--- config.mk ---
export PLATFORM = sky130hd
export DESIGN_NAME = default_slave
export DESIGN_NICKNAME = d
export VERILOG_FILES = /design/src/rtl/axi_pkg.sv /design/src/rtl/default_slave.sv
export SDC_FILE = /design/constraint.sdc
export NUM_CORES = 1
export LEC_CHECK = 0
export CORE_MARGIN = 5
export CORE_UTILIZATION = 31
export DETAILED_ROUTE_END_ITERATION = 6
export PLACE_DENSITY_LB_ADDON = 0.15
export SYNTH_ARGS = -nofsm -noshare
export SYNTH_HDL_FRONTEND = slang
export SYNTH_SLANG_ARGS = --single-unit
--- constraint.sdc ---
create_clock -name clk -period 1.99 [get_ports clk]
set_clock_uncertainty 0.2 [all_clocks]
set_input_delay 0.398 -clock clk [delete_from_list [all_inputs] [get_ports clk]]
set_output_delay 0.398 -clock clk [all_outputs]
set_load 0.02 [all_outputs]
--- src/rtl/axi_pkg.sv ---
// Shared AXI definitions: bus widths (mirroring AXI_define.svh), response
// codes and the default-slave state encoding.
package axi_pkg;

    localparam int AXI_IDS_BITS  = 8;
    localparam int AXI_DATA_BITS = 32;
    localparam int AXI_LEN_BITS  = 8;
    localparam int AXI_STRB_BITS = 4;

    localparam logic [1:0] AXI_RESP_DECERR = 2'b11;

    typedef enum logic [1:0] {
        IDLE  = 2'd0,
        READ  = 2'd1,
        WRITE = 2'd2,
        RESP  = 2'd3
    } ds_state_t;

endpackage

--- src/rtl/default_slave.sv ---
// AXI4 decode-error slave: answers unmapped reads/writes with DECERR, one at a time.
// Optional DEFAULT_SLAVE_LEN_CHECK_EN ends writes on the AWLEN count instead of WLAST.
module default_slave
    import axi_pkg::*;
(
    input  logic                     clk,
    input  logic                     rst,

    input  logic [AXI_IDS_BITS-1:0]  ARID_default,
    input  logic [AXI_LEN_BITS-1:0]  ARLEN_default,
    input  logic                     ARVALID_default,
    output logic                     ARREADY_default,

    output logic [AXI_IDS_BITS-1:0]  RID_default,
    output logic [AXI_DATA_BITS-1:0] RDATA_default,
    output logic [1:0]               RRESP_default,
    output logic                     RLAST_default,
    output logic                     RVALID_default,
    input  logic                     RREADY_default,

    input  logic [AXI_IDS_BITS-1:0]  AWID_default,
    input  logic [AXI_LEN_BITS-1:0]  AWLEN_default,
    input  logic                     AWVALID_default,
    output logic                     AWREADY_default,

    input  logic [AXI_DATA_BITS-1:0] WDATA_default,
    input  logic [AXI_STRB_BITS-1:0] WSTRB_default,
    input  logic                     WLAST_default,
    input  logic                     WVALID_default,
    output logic                     WREADY_default,

    output logic [AXI_IDS_BITS-1:0]  BID_default,
    output logic [1:0]               BRESP_default,
    output logic                     BVALID_default,
    input  logic                     BREADY_default
);

    ds_state_t               state_q, state_d;
    logic [AXI_LEN_BITS-1:0] cnt_q,   cnt_d;
    logic [AXI_LEN_BITS-1:0] len_q,   len_d;
    logic [AXI_IDS_BITS-1:0] id_q,    id_d;

    logic lastBeat;
    logic unusedW;

    assign lastBeat = (cnt_q == len_q);
    assign unusedW  = ^{WDATA_default, WSTRB_default, WLAST_default};

    always_ff @(posedge clk or negedge rst) begin
        if (!rst) begin
            state_q <= IDLE;
            cnt_q   <= '0;
            len_q   <= '0;
            id_q    <= '0;
        end else begin
            state_q <= state_d;
            cnt_q   <= cnt_d;
            len_q   <= len_d;
            id_q    <= id_d;
        end
    end

    always_comb begin
        state_d = state_q;
        cnt_d   = cnt_q;
        len_d   = len_q;
        id_d    = id_q;
        unique case (state_q)
            IDLE: begin
                // AW wins a tie: ARREADY is already low whenever AWVALID is high
                if (AWVALID_default) begin
                    id_d    = AWID_default;
                    len_d   = AWLEN_default;
                    cnt_d   = '0;
                    state_d = WRITE;
                end else if (ARVALID_default) begin
                    id_d    = ARID_default;
                    len_d   = ARLEN_default;
                    cnt_d   = '0;
                    state_d = READ;
                end
            end
            READ: begin
                if (RREADY_default) begin
                    cnt_d = cnt_q + 1'b1;
                    if (lastBeat) begin
                        state_d = IDLE;
                    end
                end
            end
            WRITE: begin
                if (WVALID_default) begin
`ifdef DEFAULT_SLAVE_LEN_CHECK_EN
                    cnt_d = cnt_q + 1'b1;
                    if (lastBeat) begin
                        state_d = RESP;
                    end
`else
                    if (WLAST_default) begin
                        state_d = RESP;
                    end
`endif
                end
            end
            RESP: begin
                if (BREADY_default) begin
                    state_d = IDLE;
                end
            end
            default: state_d = IDLE;
        endcase
    end

    always_comb begin
        AWREADY_default = (state_q == IDLE);
        ARREADY_default = (state_q == IDLE) && !AWVALID_default;
        RVALID_default  = (state_q == READ);
        RLAST_default   = (state_q == READ) && lastBeat;
        RID_default     = (state_q == READ) ? id_q : '0;
        RDATA_default   = '0;
        RRESP_default   = AXI_RESP_DECERR;
        WREADY_default  = (state_q == WRITE);
        BVALID_default  = (state_q == RESP);
        BID_default     = (state_q == RESP) ? id_q : '0;
        BRESP_default   = AXI_RESP_DECERR;
    end

endmodule

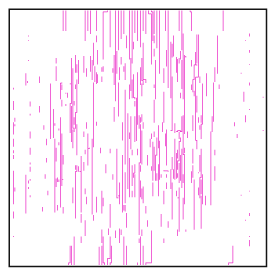
Figure 1: run 1, signal wires on met2.
Drawn at 3 px/um.
nets with wire on the layer = 265
longest straight run = 30.1 um
share of all routed wire = 48%
main direction = vertical
wire length on this layer = 2,160 um
DRT Wirelength: 4.48 mm
met2 Use GR: 19.3%

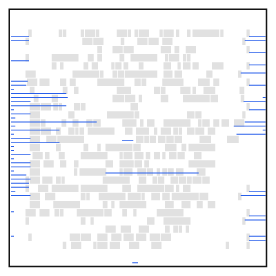
Figure 2: run 1, signal wires on met3.
Drawn at 3 px/um.
wire length on this layer = 366 um
nets with wire on the layer = 55
longest straight run = 30.8 um
main direction = horizontal
share of all routed wire = 8.2%
via count: 1,518
GRT met3 Usage: 1.84%

==> results.toml, run 1 <==
# generated from flow reports
[pwr]
top_power_group = "combinational cells"
p_int_uw = 1780
p_comb_uw = 1780
p_comb_share_pct = 57.1
pwr-share-seq_pct = 28.6
finalPower_uw = 3110
p_seq_uw = 891
leakage_uw = 0.00124
p_clk_uw = 443
switching_share_pct = 42.7
p_clk_share_pct = 14.2

[critical_path]
critPathBufInv = 2
cp_slowest_stage_delay_ps = 420
worstSetupPathType = "reg -> out"
cp_cell_sequence = "xor2_1, nor4_1, buf_4, and3_4, buf_6"
cp-start-kind = "flop"
required_ps = 1390

[routing]
post_drt_wl_per_cell_um = 12.6
maxUsedRoutingLayer = "met4"
drt-pass1-iter-count = 4
wl_met2_mm = 2.16
antenna_left = 0
drt_iter0_drc = 84
drc = 0
routedLengthMet1_mm = 1.92

[clock_network]
cts_tree = "yes"
insertion_delay_ps = 270
root_buffer = "clkbuf_8"
path_clk_slew_ps = 90
htreeDepth = 1
numCtsBuffers = 3

[synthesis]
ys_sh_aoi_pct = 8.19
avgSynthCellArea_um2 = 8.78
synthSimpleGateAreaFrac_pct = 20.2
synth_area_um2 = 1760
topCellsByArea = "dfrtp_1, buf_4, mux2i_1"
synthCells = 200
xor_share_pct = 5.98
numSynthFlops = 26
mux_share_pct = 9.12
yosys.stat.chipArea_um2 = 1760
ys_types = 32
top_area_cell = "dfrtp_1"
yosys_warnings = 0
yosys.stat.seqShare_pct = 37.0

[timing]
hold_viol = 0
fin_crit_ps = 2170
rsz0062_at_grt = "yes"
final-setup-viol-count = 1
slew_violations = 0
final.setup.worst_slack_ps = -176

[layout]
largestClassByArea = "multi-input combinational cells"
drive_gt1_share_pct = 21.9
comb_area_um2 = 932
ff_count = 26
sh_seq_area_pct = 25.7
n_all_inverters = 1
buffer_area_share_pct = 30.9
design_area_um2 = 2530
regArea_um2 = 651
final_cell_count_no_fill = 355
fin_util_pct = 45.9
signal_buffers = 93
comb_cells = 159
syn_to_final_growth_pct = 44.0
clock_area_share_pct = 2.82
clkbuf_count = 3

[placed_design]
place_ws_ps = -440
placed_cell_area_um2 = 2490
hpwl_mm = 3.48
place_congestion = 0.767

[floorplan]
chipArea_um2 = 7270
fp_util_pct = 31.9
placementRows = 27

[flow_run]
warnings = 64

[grt]
grt.total_usage_pct = 11.8
grt_pass1_vias = 1434
grt_max_degree = 39

[run_status]
violations = "negative setup slack"
status = "finished with violations"

[min_path]
hold_path.class = "in -> async"
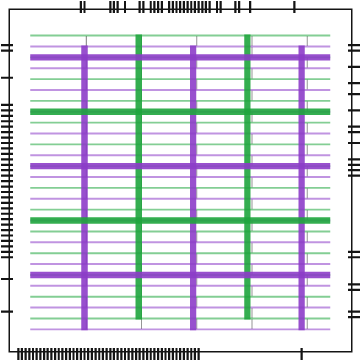
Figure 3: run 1, PDN straps and rails.
Drawn at 4 px/um. Pins as bars on the die edge. Tap cells in gray.
VDD -> green
VSS -> purple
met1 rails = 28
rows = 27
signal pins = 134
tap cells = 72
met4 straps = 5
Core ar.: 5510 um2
Die Ht: 85.3 um
die outline width: 85.3 um
Max IR drop VDD: 513 uV

## run 1: what timing repair did
action | 4_1_cts | 5_1_grt
buffers inserted | 1 | 4
endpoints found under the setup margin | 24 | 16
pin swaps | 1 | 6
gates resized | 62 | 23
## run 1: worst paths after layout
| check | startpoint | endpoint | slack [ps] | cells after the start |
|---|---|---|---|---|
| setup reg to reg | state_q[0] | cnt_q[5] | 40 | 5 |
| hold / removal | rst | len_q[4] | 290 | 2 |
| setup / recovery | len_q[7] | RLAST_default | -180 | 5 |
| min in group clk | id_q[0] | id_q[0] | 350 | 2 |
| max in group asynchronous | rst | id_q[6] | 1040 | 2 |
| hold reg to reg | id_q[0] | id_q[0] | 350 | 2 |
## run 1: cell usage after synthesis, drive strengths merged
cell type / instances
o31ai: 2
nor3: 4
a32o: 1
o21ai: 1
nor4: 5
inv: 1
xor2: 8
o211a: 1
buf: 41
a21oi: 18
nand4: 2
nand2b: 1
dfrtp: 26
nor2: 23
ha: 1
o21a: 1
or3: 1
o22ai: 1
and2: 9
mux2i: 16
nand2: 7
clkbuf: 7
nand3: 4
and3: 9
or4: 2
nor2b: 2
conb: 2
xnor2: 4
## run 1: routing by layer
layer,track usage [%],up-vias
met4,4.32,0
met2,19.3,57
met3,1.84,2
li1,-,772
met5,0,-
met1,15.6,687
## run 1: cells in the final DEF, fill, tap and decap left out, drive strengths merged, types with 2 or more instances in the layout
master	instances
buf	40
clkdlybuf4s50	37
conb	36
dfrtp	26
nor2	23
a21oi	18
mux2i	16
clkbuf	15
and2	9
and3	9
xor2	8
nand2	7
nor4	5
xnor2	4
nand3	4
nor3	4
nor2b	2
nand4	2
o31ai	2
or4	2
dlygate4sd2	2
clkdlybuf4s15	2
==> run 2, diff against run 1 <==
--- a/config.mk
+++ b/config.mk
@@ -8,7 +8,7 @@
 export CORE_MARGIN = 5
 export CORE_UTILIZATION = 31
 export DETAILED_ROUTE_END_ITERATION = 6
-export PLACE_DENSITY_LB_ADDON = 0.15
+export PLACE_DENSITY = 0.78
 export SYNTH_ARGS = -nofsm -noshare
 export SYNTH_HDL_FRONTEND = slang
 export SYNTH_SLANG_ARGS = --single-unit
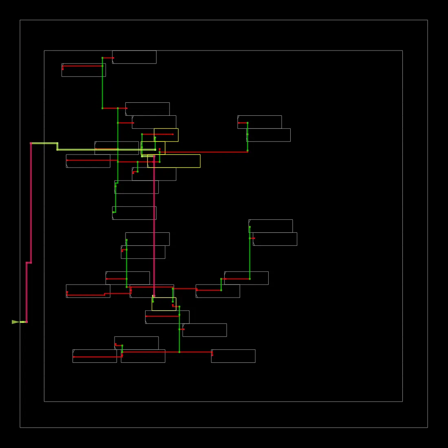
Figure 4: run 2, the clock network.
FF+latch count: 26
clk ins delay skew pair: 270 ps
clock sink total: 26

==> run 2 against run 1 <==
  * Highest routed layer unchanged
  * Hold slack worse by 6.4 ps
  * The flow still finishes with violations (negative setup slack)
  * Fmax down 1.4%
  * Final cell count down 0.56%
  * Largest power group unchanged
==> results.toml, run 2 <==
# generated from flow reports
[timing]
final.setup.worst_slack_ps = -207
slew_violations = 0
rsz0062_at_grt = "yes"
hold_viol = 0
final-setup-viol-count = 1
fin_crit_ps = 2200

[clock_network]
numCtsBuffers = 3
cts_tree = "yes"
path_clk_slew_ps = 90
htreeDepth = 1
root_buffer = "clkbuf_8"

[synthesis]
edf_count = 0
top_area_cell = "dfrtp_1"
yosys.stat.seqShare_pct = 37.0
topCellsByArea = "dfrtp_1, buf_4, mux2i_1"
synth_area_um2 = 1760
synthCells = 200
yosys_warnings = 0
yosysCellCount = 200
most_common_cell = "buf_4"
async_flop_share_pct = 100
numSynthFlops = 26
yosys.stat.chipArea_um2 = 1760
ys_types = 32
synthTopCellsByCount = "buf_4, dfrtp_1, nor2_1"
avgSynthCellArea_um2 = 8.78
dominantRegCellSynth = "dfrtp_1"

[critical_path]
cp_cell_sequence = "xor2_1, nor4_1, buf_4, and3_4, buf_6"
worstSetupPathType = "reg -> out"
critPathBufInv = 2
regToRegSetupSlack_ps = 10
endpoint_kind = "output pin"
required_ps = 1390
cp_slowest_stage_delay_ps = 410
cp-start-kind = "flop"

[grt]
busiest_layer = "met2"
grt_util_met2_pct = 19.4
grt_pass1_vias = 1469
overflow = 0
gr-usage-met1_pct = 13.7
grt_max_degree = 28

[pwr]
finalPower_uw = 3150
leakage_uw = 0.00125
ir_worst_vdd_uv = 685

[routing]
drc = 0
routedLengthMet1_mm = 1.73
num_vias = 1550
drt_iter0_drc = 36
wl_met2_mm = 2.18
wl_mm = 4.54
maxUsedRoutingLayer = "met4"
drt-pass1-iter-count = 4
antenna_left = 0

[placed_design]
place_congestion = 0.810
hpwl_mm = 3.50

[layout]
layout_top_cell = "clkdlybuf4s50_1"
final_cell_count_no_fill = 353
drive_gt1_share_pct = 22.8
mostFrequentLayoutCells = "clkdlybuf4s50_1, conb_1, dfrtp_1, buf_4, nor2_1"
syn_to_final_growth_pct = 44.8

[flow_run]
warnings = 64

[floorplan]
dieWidth_um = 85.3
core_area_um2 = 5510
chipArea_um2 = 7270
fp_util_pct = 31.9
fp.dieH_um = 85.3
placementRows = 27

[run_status]
violations = "negative setup slack"
status = "finished with violations"

[min_path]
hold_path.class = "in -> async"
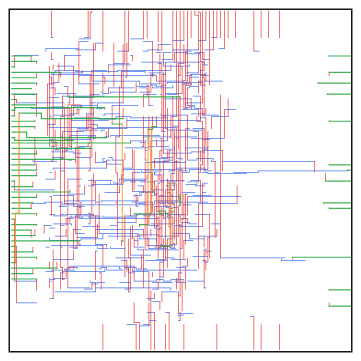
Figure 5: run 2, metal layers overlaid.
Drawn at 4 px/um.
metal 2 -> red  # wire length 2,180 um
metal 3 -> green  # wire length 491 um
metal 4 -> orange  # wire length 129 um
metal 1 -> blue  # wire length 1,730 um
per-cell routed wire length: 12.8 um
Total GRT Usage: 11.7%

## run 2: cell counts after synthesis
Identical to the previous run, type by type.
## run 2: cell type report
type | instances | area, um2 | share of cell area (%)
tap | 72 | 90.1 | 3.54
inverter | 1 | 3.75 | 0.148
clock inverter | 1 | 30.0 | 1.18
clock buffer | 3 | 41.3 | 1.62
timing repair buffer | 91 | 773 | 30.4
sequential | 26 | 651 | 25.6
multi-input combinational | 159 | 955 | 37.5
## run 2: where the power goes
| part | internal [uW] | switching [uW] |
|---|---|---|
| Clock | 269 | 173 |
| Sequential | 738 | 155 |
| Combinational | 794 | 1020 |
## run 2: through the flow
step	area (um2)	setup slack [ps]	hold slack, ps	util, %
after floorplan	1890	29.4	-97.6	-
after CTS	2550	-250	301	46.3
after detailed placement	2470	-441	341	44.9
after global routing	2540	-305	325	46.2
final	2540	-207	285	46.2
after global placement	2470	-417	315	44.9
## run 2: cells by family (layout without fill, tap and decap cells)
kind of cell    Yosys count  after routing  synth area share [%]
compound gates           25             25                  8.19
xor+xnor                 12             12                  5.98
fa+ha+maj                 1              1                 0.712
buf+inv                  49             96                  18.4
flops                    26             26                  37.0
mux                      16             16                  9.12
other cells               2             36                 0.428
simple gates             69             69                  20.2
## run 2: path summary, 6_finish.rpt
path / startpoint / end / depth (start not counted)
setup / recovery: cnt_q[7] / RLAST_default / 5
hold / removal: rst / cnt_q[7] / 2
hold reg to reg: len_q[2] / len_q[2] / 2
max in group asynchronous: rst / id_q[0] / 2
min in group clk: len_q[2] / len_q[2] / 2
setup reg to reg: state_q[0] / cnt_q[5] / 5
## run 2: timing repair
item                                    4_1_cts  5_1_grt
resized                                      56       34
endpoints found under the setup margin       24       21
hold buffers                                  0        0
pin swaps                                     2        3
setup buffers                                 0        5
==> run 3, diff against run 2 <==
--- a/config.mk
+++ b/config.mk
@@ -5,10 +5,12 @@
 export SDC_FILE = /design/constraint.sdc
 export NUM_CORES = 1
 export LEC_CHECK = 0
+export CAP_MARGIN = 20
 export CORE_MARGIN = 5
 export CORE_UTILIZATION = 31
 export DETAILED_ROUTE_END_ITERATION = 6
 export PLACE_DENSITY = 0.78
+export SETUP_SLACK_MARGIN = 0.1
 export SYNTH_ARGS = -nofsm -noshare
 export SYNTH_HDL_FRONTEND = slang
 export SYNTH_SLANG_ARGS = --single-unit
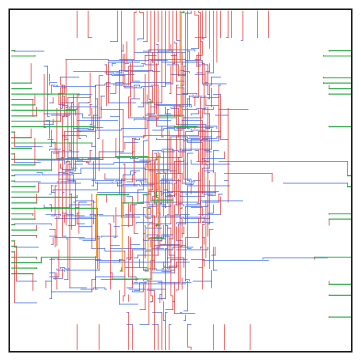
Figure 6: run 3, metal layers overlaid.
Drawn at 4 px/um.
metal 2 -> red  # wire length 2,510 um
metal 4 -> orange  # wire length 122 um
metal 1 -> blue  # wire length 1,840 um
metal 3 -> green  # wire length 427 um
DRT Wirelength: 4.90 mm
per-cell routed wire length: 13.7 um

==> run 3 against run 2 <==
  * Critical path depth unchanged
  * The flow still finishes with violations (negative setup slack)
  * Synthesized area unchanged
  * Sequential power increased by 0.9%
  * Wire length grew 8.1%
  * Cell area rose by 6.7%
  * Sequential share of layout area decreased by 1.6 points
  * Global-route usage rose by 0.71 points
  * Fmax rose by 0.24%
  * Highest routed layer unchanged
  * Die area unchanged
  * Power up 10%
  * Non-clock buffer count grew 6
==> results.toml, run 3 <==
# generated from flow reports
[synthesis]
ys_types = 32
yosysCellCount = 200
synthCells = 200
avgSynthCellArea_um2 = 8.78
dominantRegCellSynth = "dfrtp_1"
yosys_warnings = 0
async_flop_share_pct = 100

[routing]
drc = 0
routedLengthMet1_mm = 1.84
maxUsedRoutingLayer = "met4"
wl_met2_mm = 2.51
drt-pass1-iter-count = 4

[placed_design]
hpwl_mm = 3.60
place_ws_ps = -470
placed_cell_area_um2 = 2480
place_congestion = 0.810

[critical_path]
cp-start-kind = "flop"
cp_slowest_stage_delay_ps = 400
endpoint_kind = "output pin"
required_ps = 1390
cp_cell_sequence = "xor2_1, nor4_2, buf_4, and3_4, buf_6"
regToRegSetupSlack_ps = 30
worstSetupPathType = "reg -> out"

[clock_network]
htreeDepth = 1
post-cts-setup-buffer-count = 8
cts_hold_buf = 0
clkSinkCount = 26
post_cts_resize_count = 134
root_buffer = "clkbuf_8"
cts_tree = "yes"
numCtsBuffers = 3
path_clk_slew_ps = 90

[timing]
whs_ps = 297
final.setup.worst_slack_ps = -202
final-setup-viol-count = 1
rsz0062_at_grt = "yes"

[layout]
drive_gt1_share_pct = 30.7
syn_to_final_growth_pct = 54.5

[grt]
grt_util_met2_pct = 22.7
grt_max_degree = 39
grt_pass1_vias = 1644
overflow = 0
busiest_layer = "met2"

[pwr]
switching_share_pct = 41.8
ir_worst_vdd_uv = 714
p_clk_share_pct = 10.1
power.switching_uw = 1450
finalPower_uw = 3470

[flow_run]
warnings = 64

[run_status]
status = "finished with violations"
violations = "negative setup slack"

[floorplan]
dieWidth_um = 85.3
fp.dieH_um = 85.3
chipArea_um2 = 7270
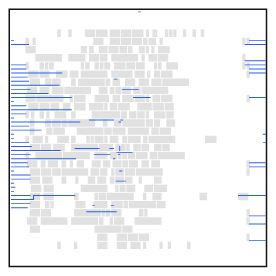
Figure 7: run 3, signal wires on met3.
Drawn at 3 px/um.
wire length on this layer = 427 um
nets with wire on the layer = 63
longest straight run = 22.8 um
share of all routed wire = 8.7%
main direction = horizontal
via count: 1,635
GRT met3 Usage: 3.88%

==> run 3: cell count changes in the layout (fill, tap and decap cells not counted), moves of 2 or more <==
cell | before | now
and2_1 | 9 | 0
and2_4 | 0 | 9
buf_4 | 26 | 29
buf_6 | 4 | 18
clkbuf_2 | 9 | 0
clkdlybuf4s15_1 | 2 | 0
dlygate4sd2_1 | 1 | 3
nor4_1 | 4 | 1
nor4_2 | 1 | 3
==> run 3: cells by family (layout without fill, tap and decap cells) <==
| group | count (synthesis) | after routing | synth area share, % |
|---|---|---|---|
| AND-OR/OR-AND | 25 | 25 | 8.19 |
| multiplexers | 16 | 16 | 9.12 |
| flip-flops | 26 | 26 | 37.0 |
| AND/OR/NAND/NOR | 69 | 69 | 20.2 |
| other | 2 | 36 | 0.428 |
| buffers and inverters | 49 | 102 | 18.4 |
| XOR/XNOR | 12 | 12 | 5.98 |
| adder cells (fa/ha/maj) | 1 | 1 | 0.712 |
==> run 3: area by class of cell <==
cell class	count	area (um2)
Inverter	1	3.75
Sequential cell	26	652
Timing Repair Buffer	97	892
Fill cell	515	2790
Tap cell	72	90.1
Clock buffer	4	55.1
Multi-Input combinational cell	159	1020
==> run 3: power by group through the flow <==
stage	logic, uW	clock network, uW	registers, uW
finish	2220	350	901
global route	2380	378	928
CTS	2110	355	900
detailed placement	1870	0	898
global placement	1840	0	889
floorplan	1090	0	869
==> run 3: path summary, 6_finish.rpt <==
kind,startpoint,end,cells after the start
setup / recovery,cnt_q[6],RLAST_default,5
hold / removal,rst,cnt_q[0],2
setup reg to reg,state_q[0],cnt_q[5],5
hold reg to reg,len_q[4],len_q[4],2
max in group asynchronous,rst,cnt_q[1],2
min in group clk,len_q[4],len_q[4],2
Power is estimated from default activity; no workload was simulated.
